File: src/rtl/mem_port_arbiter_if.sv
// Bundle of the fetch, data and memory-side signals of the shared memory port.
// The slave modport is the arbiter's view; master is the requesters/memory environment.
interface mem_port_arbiter_if;
  logic        if_req_i;
  logic [31:0] if_addr_i;
  logic        if_gnt_o;
  logic        if_rvalid_o;
  logic [31:0] if_rdata_o;
  logic        if_err_o;

  logic        d_req_i;
  logic        d_we_i;
  logic [3:0]  d_be_i;
  logic [31:0] d_addr_i;
  logic [31:0] d_wdata_i;
  logic        d_gnt_o;
  logic        d_rvalid_o;
  logic [31:0] d_rdata_o;
  logic        d_err_o;

  logic        m_req_o;
  logic        m_we_o;
  logic [3:0]  m_be_o;
  logic [31:0] m_addr_o;
  logic [31:0] m_wdata_o;
  logic        m_gnt_i;
  logic        m_rvalid_i;
  logic [31:0] m_rdata_i;

  modport slave (
    input  if_req_i, if_addr_i,
    output if_gnt_o, if_rvalid_o, if_rdata_o, if_err_o,
    input  d_req_i, d_we_i, d_be_i, d_addr_i, d_wdata_i,
    output d_gnt_o, d_rvalid_o, d_rdata_o, d_err_o,
    output m_req_o, m_we_o, m_be_o, m_addr_o, m_wdata_o,
    input  m_gnt_i, m_rvalid_i, m_rdata_i
  );

  modport master (
    output if_req_i, if_addr_i,
    input  if_gnt_o, if_rvalid_o, if_rdata_o, if_err_o,
    output d_req_i, d_we_i, d_be_i, d_addr_i, d_wdata_i,
    input  d_gnt_o, d_rvalid_o, d_rdata_o, d_err_o,
    input  m_req_o, m_we_o, m_be_o, m_addr_o, m_wdata_o,
    output m_gnt_i, m_rvalid_i, m_rdata_i
  );
endinterface

File: src/rtl/mem_port_arbiter.sv
// Shares one single-outstanding memory port between instruction fetch and data,
// with data priority bounded by a starvation limit and a response timeout in WAIT.
module mem_port_arbiter #(
  parameter int STARVE_LIMIT = 4,
  parameter int TIMEOUT      = 16
) (
  input logic               clk,
  input logic               rst,
  mem_port_arbiter_if.slave bus
);
  localparam int SW = ($clog2(STARVE_LIMIT + 1) < 3) ? 3 : $clog2(STARVE_LIMIT + 1);
  localparam int TW = ($clog2(TIMEOUT + 1) < 1) ? 1 : $clog2(TIMEOUT + 1);
  localparam logic [SW-1:0] STARVE_MAX = SW'(STARVE_LIMIT);
  localparam logic [TW-1:0] WAIT_LAST  = TW'(TIMEOUT - 1);

  typedef enum logic [1:0] {IDLE, REQ, WAIT} state_e;

  state_e        state_q, state_d;
  logic          owner_q, owner_d;
  logic [SW-1:0] starve_q, starve_d;
  logic [TW-1:0] wait_q, wait_d;
  logic          we_q, we_d;
  logic [3:0]    be_q, be_d;
  logic [31:0]   addr_q, addr_d;
  logic [31:0]   wdata_q, wdata_d;

  logic          pick_data;
  logic          gnt;
  logic          rsp;
  logic          rsp_err;
  logic [31:0]   rsp_data;
  logic          in_req;

  always_comb begin
    state_d   = state_q;
    owner_d   = owner_q;
    starve_d  = starve_q;
    wait_d    = wait_q;
    we_d      = we_q;
    be_d      = be_q;
    addr_d    = addr_q;
    wdata_d   = wdata_q;
    pick_data = 1'b0;
    gnt       = 1'b0;
    rsp       = 1'b0;
    rsp_err   = 1'b0;
    rsp_data  = '0;
    case (state_q)
      IDLE: begin
        if (bus.if_req_i || bus.d_req_i) begin
          // Data has priority unless fetch has been passed over STARVE_LIMIT times.
          pick_data = bus.d_req_i && !(bus.if_req_i && (starve_q == STARVE_MAX));
          owner_d   = pick_data;
          if (pick_data) begin
            we_d    = bus.d_we_i;
            be_d    = bus.d_be_i;
            addr_d  = bus.d_addr_i;
            wdata_d = bus.d_wdata_i;
          end else begin
            we_d    = 1'b0;
            be_d    = 4'hF;
            addr_d  = bus.if_addr_i;
            wdata_d = '0;
          end
          state_d = REQ;
        end
      end
      REQ: begin
        if (bus.m_gnt_i) begin
          gnt     = 1'b1;
          wait_d  = '0;
          state_d = WAIT;
          if (!owner_q) begin
            starve_d = '0;
          end else if (bus.if_req_i && (starve_q != STARVE_MAX)) begin
            starve_d = starve_q + 1'b1;
          end
        end
      end
      WAIT: begin
        wait_d = wait_q + 1'b1;
        // A real response beats a timeout landing in the same cycle.
        if (bus.m_rvalid_i) begin
          rsp      = 1'b1;
          rsp_data = bus.m_rdata_i;
          state_d  = IDLE;
        end else if (wait_q == WAIT_LAST) begin
          rsp      = 1'b1;
          rsp_err  = 1'b1;
          state_d  = IDLE;
        end
      end
      default: state_d = IDLE;
    endcase
  end

  always_ff @(posedge clk) begin
    if (rst) begin
      state_q  <= IDLE;
      owner_q  <= 1'b0;
      starve_q <= '0;
      wait_q   <= '0;
      we_q     <= 1'b0;
      be_q     <= '0;
      addr_q   <= '0;
      wdata_q  <= '0;
    end else begin
      state_q  <= state_d;
      owner_q  <= owner_d;
      starve_q <= starve_d;
      wait_q   <= wait_d;
      we_q     <= we_d;
      be_q     <= be_d;
      addr_q   <= addr_d;
      wdata_q  <= wdata_d;
    end
  end

  // Memory side shows only the latched request, and only while in REQ.
  assign in_req        = (state_q == REQ);
  assign bus.m_req_o   = in_req;
  assign bus.m_we_o    = in_req & we_q;
  assign bus.m_be_o    = in_req ? be_q : 4'h0;
  assign bus.m_addr_o  = in_req ? addr_q : 32'h0;
  assign bus.m_wdata_o = in_req ? wdata_q : 32'h0;

  assign bus.if_gnt_o    = gnt & ~owner_q;
  assign bus.if_rvalid_o = rsp & ~owner_q;
  assign bus.if_err_o    = rsp_err & ~owner_q;
  assign bus.if_rdata_o  = (rsp & ~owner_q) ? rsp_data : 32'h0;
  assign bus.d_gnt_o     = gnt & owner_q;
  assign bus.d_rvalid_o  = rsp & owner_q;
  assign bus.d_err_o     = rsp_err & owner_q;
  assign bus.d_rdata_o   = (rsp & owner_q) ? rsp_data : 32'h0;
endmodule

File: src/flat_wrapper.sv
// flat-port wrapper written by rule: the top's interface ports become plain ports
module mem_port_arbiter_flat 
#(
  parameter int STARVE_LIMIT = 4,
  parameter int TIMEOUT      = 16
)
  (clk, rst, bus_if_req_i, bus_if_addr_i, bus_if_gnt_o, bus_if_rvalid_o, bus_if_rdata_o, bus_if_err_o, bus_d_req_i, bus_d_we_i, bus_d_be_i, bus_d_addr_i, bus_d_wdata_i, bus_d_gnt_o, bus_d_rvalid_o, bus_d_rdata_o, bus_d_err_o, bus_m_req_o, bus_m_we_o, bus_m_be_o, bus_m_addr_o, bus_m_wdata_o, bus_m_gnt_i, bus_m_rvalid_i, bus_m_rdata_i);
  mem_port_arbiter_if bus_i ();
  input logic clk;
  input logic rst;
  input wire logic [$bits(bus_i.if_req_i)-1:0] bus_if_req_i;
  input wire logic [$bits(bus_i.if_addr_i)-1:0] bus_if_addr_i;
  output wire logic [$bits(bus_i.if_gnt_o)-1:0] bus_if_gnt_o;
  output wire logic [$bits(bus_i.if_rvalid_o)-1:0] bus_if_rvalid_o;
  output wire logic [$bits(bus_i.if_rdata_o)-1:0] bus_if_rdata_o;
  output wire logic [$bits(bus_i.if_err_o)-1:0] bus_if_err_o;
  input wire logic [$bits(bus_i.d_req_i)-1:0] bus_d_req_i;
  input wire logic [$bits(bus_i.d_we_i)-1:0] bus_d_we_i;
  input wire logic [$bits(bus_i.d_be_i)-1:0] bus_d_be_i;
  input wire logic [$bits(bus_i.d_addr_i)-1:0] bus_d_addr_i;
  input wire logic [$bits(bus_i.d_wdata_i)-1:0] bus_d_wdata_i;
  output wire logic [$bits(bus_i.d_gnt_o)-1:0] bus_d_gnt_o;
  output wire logic [$bits(bus_i.d_rvalid_o)-1:0] bus_d_rvalid_o;
  output wire logic [$bits(bus_i.d_rdata_o)-1:0] bus_d_rdata_o;
  output wire logic [$bits(bus_i.d_err_o)-1:0] bus_d_err_o;
  output wire logic [$bits(bus_i.m_req_o)-1:0] bus_m_req_o;
  output wire logic [$bits(bus_i.m_we_o)-1:0] bus_m_we_o;
  output wire logic [$bits(bus_i.m_be_o)-1:0] bus_m_be_o;
  output wire logic [$bits(bus_i.m_addr_o)-1:0] bus_m_addr_o;
  output wire logic [$bits(bus_i.m_wdata_o)-1:0] bus_m_wdata_o;
  input wire logic [$bits(bus_i.m_gnt_i)-1:0] bus_m_gnt_i;
  input wire logic [$bits(bus_i.m_rvalid_i)-1:0] bus_m_rvalid_i;
  input wire logic [$bits(bus_i.m_rdata_i)-1:0] bus_m_rdata_i;
  assign bus_i.if_req_i = bus_if_req_i;
  assign bus_i.if_addr_i = bus_if_addr_i;
  assign bus_if_gnt_o = bus_i.if_gnt_o;
  assign bus_if_rvalid_o = bus_i.if_rvalid_o;
  assign bus_if_rdata_o = bus_i.if_rdata_o;
  assign bus_if_err_o = bus_i.if_err_o;
  assign bus_i.d_req_i = bus_d_req_i;
  assign bus_i.d_we_i = bus_d_we_i;
  assign bus_i.d_be_i = bus_d_be_i;
  assign bus_i.d_addr_i = bus_d_addr_i;
  assign bus_i.d_wdata_i = bus_d_wdata_i;
  assign bus_d_gnt_o = bus_i.d_gnt_o;
  assign bus_d_rvalid_o = bus_i.d_rvalid_o;
  assign bus_d_rdata_o = bus_i.d_rdata_o;
  assign bus_d_err_o = bus_i.d_err_o;
  assign bus_m_req_o = bus_i.m_req_o;
  assign bus_m_we_o = bus_i.m_we_o;
  assign bus_m_be_o = bus_i.m_be_o;
  assign bus_m_addr_o = bus_i.m_addr_o;
  assign bus_m_wdata_o = bus_i.m_wdata_o;
  assign bus_i.m_gnt_i = bus_m_gnt_i;
  assign bus_i.m_rvalid_i = bus_m_rvalid_i;
  assign bus_i.m_rdata_i = bus_m_rdata_i;
  mem_port_arbiter #(.STARVE_LIMIT(STARVE_LIMIT), .TIMEOUT(TIMEOUT)) u_core (.clk(clk), .rst(rst), .bus(bus_i));
endmodule
File: config.mk
export PLATFORM = sky130hd
export DESIGN_NAME = mem_port_arbiter_flat
export DESIGN_NICKNAME = d
export VERILOG_FILES = /design/src/rtl/mem_port_arbiter_if.sv /design/src/rtl/mem_port_arbiter.sv /design/src/flat_wrapper.sv
export SDC_FILE = /design/constraint.sdc
export NUM_CORES = 1
export LEC_CHECK = 0
export CORE_MARGIN = 1.5
export CORE_UTILIZATION = 41
export CTS_CLUSTER_SIZE = 20
export DETAILED_ROUTE_END_ITERATION = 8
export GPL_TIMING_DRIVEN = 0
export PLACE_DENSITY = 0.93
export SETUP_SLACK_MARGIN = 0.05
export SLEW_MARGIN = 20
export SYNTH_ARGS = -nofsm -noshare
export SYNTH_HDL_FRONTEND = slang
export SYNTH_SLANG_ARGS = --single-unit
File: constraint.sdc
create_clock -name clk -period 3.4 [get_ports clk]
set_input_delay 1.02 -clock clk [delete_from_list [all_inputs] [get_ports clk]]
set_output_delay 1.02 -clock clk [all_outputs]
set_load 0.02 [all_outputs]
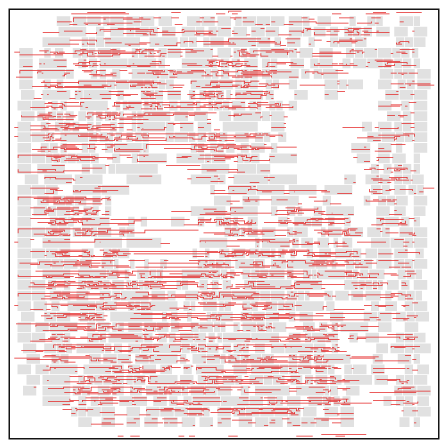
*M1 wires*
The wires run mostly horizontal. The layer carries 6840 um of wire. 880 nets have wire on it.

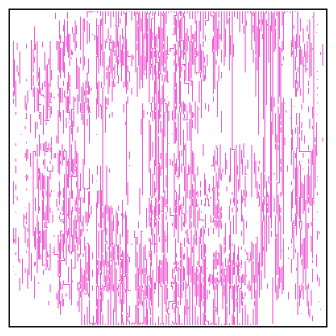
*Metal 2*
The layer carries 9230 um of wire. 886 nets have wire on it. The wires run mostly vertical. The longest straight run is 65.1 um. The layer holds 50% of the routed length.

==> impl_metrics.tcl <==
# yosys + openroad results
set metrics [dict create \
    totalPowerFinal_w 0.00284 \
    htreeDepth 3 \
    synth.largest_area_cell "dfxtp_1" \
    run_status "finished with violations" \
    cellLeakagePower_nw 3.01 \
    nNetsFinal 1030 \
    yosysWarnings 0 \
    dr.first_iter.drc_count 431 \
    layout_top_cells_excl_fill_tap "clkdlybuf4s50_1 (207), and2_1 (135), dfxtp_1 (80)" \
    top_regs "u_core.addr_q (32), u_core.wdata_q (32), u_core.wait_q (5)" \
    place.port_buffers 277 \
    power.sequential.fraction_pct 37.2 \
    timing.critical_path.from_type "input pin" \
    critPathArrivalTime_ns 2.26 \
    clk_latency_worst_skew_pair_ns 0.34 \
    final_sum_of_negative_setup_slack_ns 0 \
    layout.cells.most_common "clkdlybuf4s50_1" \
    synth.mux.area_fraction_pct 0.424 \
    openroad.warnings 27 \
    postCtsResizedCells 105 \
    fp.dieH_um 110 \
    drtPass1Iterations 7 \
    layout.cells.non_filler 1037 \
    placed_area_sq_um 7670 \
    cts.sinks 80 \
    async_reset_ff_share_pct 0 \
    synthCells 597 \
    reg2reg_depth 6 \
    failed_checks "design-rule violations" \
    power.internal_w 0.00203 \
    cp_slowest_stage_delay_ns 0.32 \
    post_synth_xor_area_fraction_pct 0.186 \
    number_of_nets_at_floorplan 740 \
    combPwrFrac_pct 25.2 \
    max_cap_violations 0 \
    detailedPlace.worstSlack_ns -0.738 \
    fp.dieArea_sq_um 12200 \
    grt_pass1_vias 5454 \
    ys_seq_share_pct 33.9 \
    min_to "u_core.wdata_q[13]" \
    hpwl_mm 14.0 \
    cycle_use_final_pct 96.5 \
    cts_hold_buf 0 \
    grt_max_degree 15 \
    core_area_sq_um 11300 \
    initial_utilization_pct 41.7 \
    grt_antenna_before_repair 2 \
    gp_congestion 0.862 \
    worstPathCellList "dlygate4sd2_1, nand2b_1, nor2_4, clkbuf_4, and2_1, dlygate4sd2_1" \
    drc_errors 2 \
    rows 39 \
    synth_compound_gate_area_share_pct 19.7 \
    number_of_hold_violations_in_the_final_report 0 \
    final_max_slew_viol_count 0 \
    slowest_stage "dlygate4sd2_1" \
    setup.worst_path.class "in -> out" \
    timing.rr.end "u_core.addr_q[22]" \
    netlist.area_leader.share_pct 33.9 \
    io_pins 279 \
]
==> power by group through the flow <==
stage / logic [W] / clock network [W] / registers (W)
finish: 0.000715 / 0.00107 / 0.00105
global route: 0.000771 / 0.00111 / 0.00106
CTS: 0.000706 / 0.00108 / 0.00105
detailed placement: 0.000701 / 0 / 0.00107
global placement: 0.000690 / 0 / 0.00107
floorplan: 0.000355 / 0 / 0.00106
==> final cells by class <==
class	count	area, sq um	area share (%)
clock buffer	10	239	2.99
multi-input combinational	436	2810	35.1
antenna	2	5.00	0.0626
tap	143	179	2.24
sequential	80	1600	20.0
timing repair buffer	280	2700	33.8
clock inverter	6	92.6	1.16
inverter	5	18.8	0.235
buffer	75	350	4.39
==> how the worst max path moves through the flow <==
stage,to,cells after the start,startpoint,slack (ns)
CTS,bus_if_rdata_o[0],5,bus_m_rvalid_i,0.05
global placement,bus_d_rdata_o[4],6,bus_m_rvalid_i,-0.77
floorplan,bus_d_err_o,2,bus_m_rvalid_i,0.62
finish,bus_d_rdata_o[19],6,bus_m_rvalid_i,0.12
detailed placement,bus_d_rdata_o[4],6,bus_m_rvalid_i,-0.74
global route,bus_if_rdata_o[30],6,bus_m_rvalid_i,0.05
==> synth_stat cells (3+ instances only) <==
cell,n
and2_1,135
dfxtp_1,80
a21oi_1,75
clkbuf_1,56
nand4_1,35
a2111oi_0,34
o21ai_0,34
nor4_1,32
nor4b_1,32
buf_2,18
nor2_1,9
nor3_1,9
a211oi_1,5
inv_1,5
ha_1,4
nand2_1,4
o211ai_1,3
==> per-layer routing <==
layer / wire [um] / global-route usage (%) / vias up
met4: 835 / 18.2 / 0
met1: 6840 / 34.9 / 2736
li1: - / - / 2783
met2: 9230 / 51.6 / 346
met3: 1690 / 5.23 / 60
met5: 0 / 0 / -
No activity file was given, so power comes from the tool's default toggle rates.
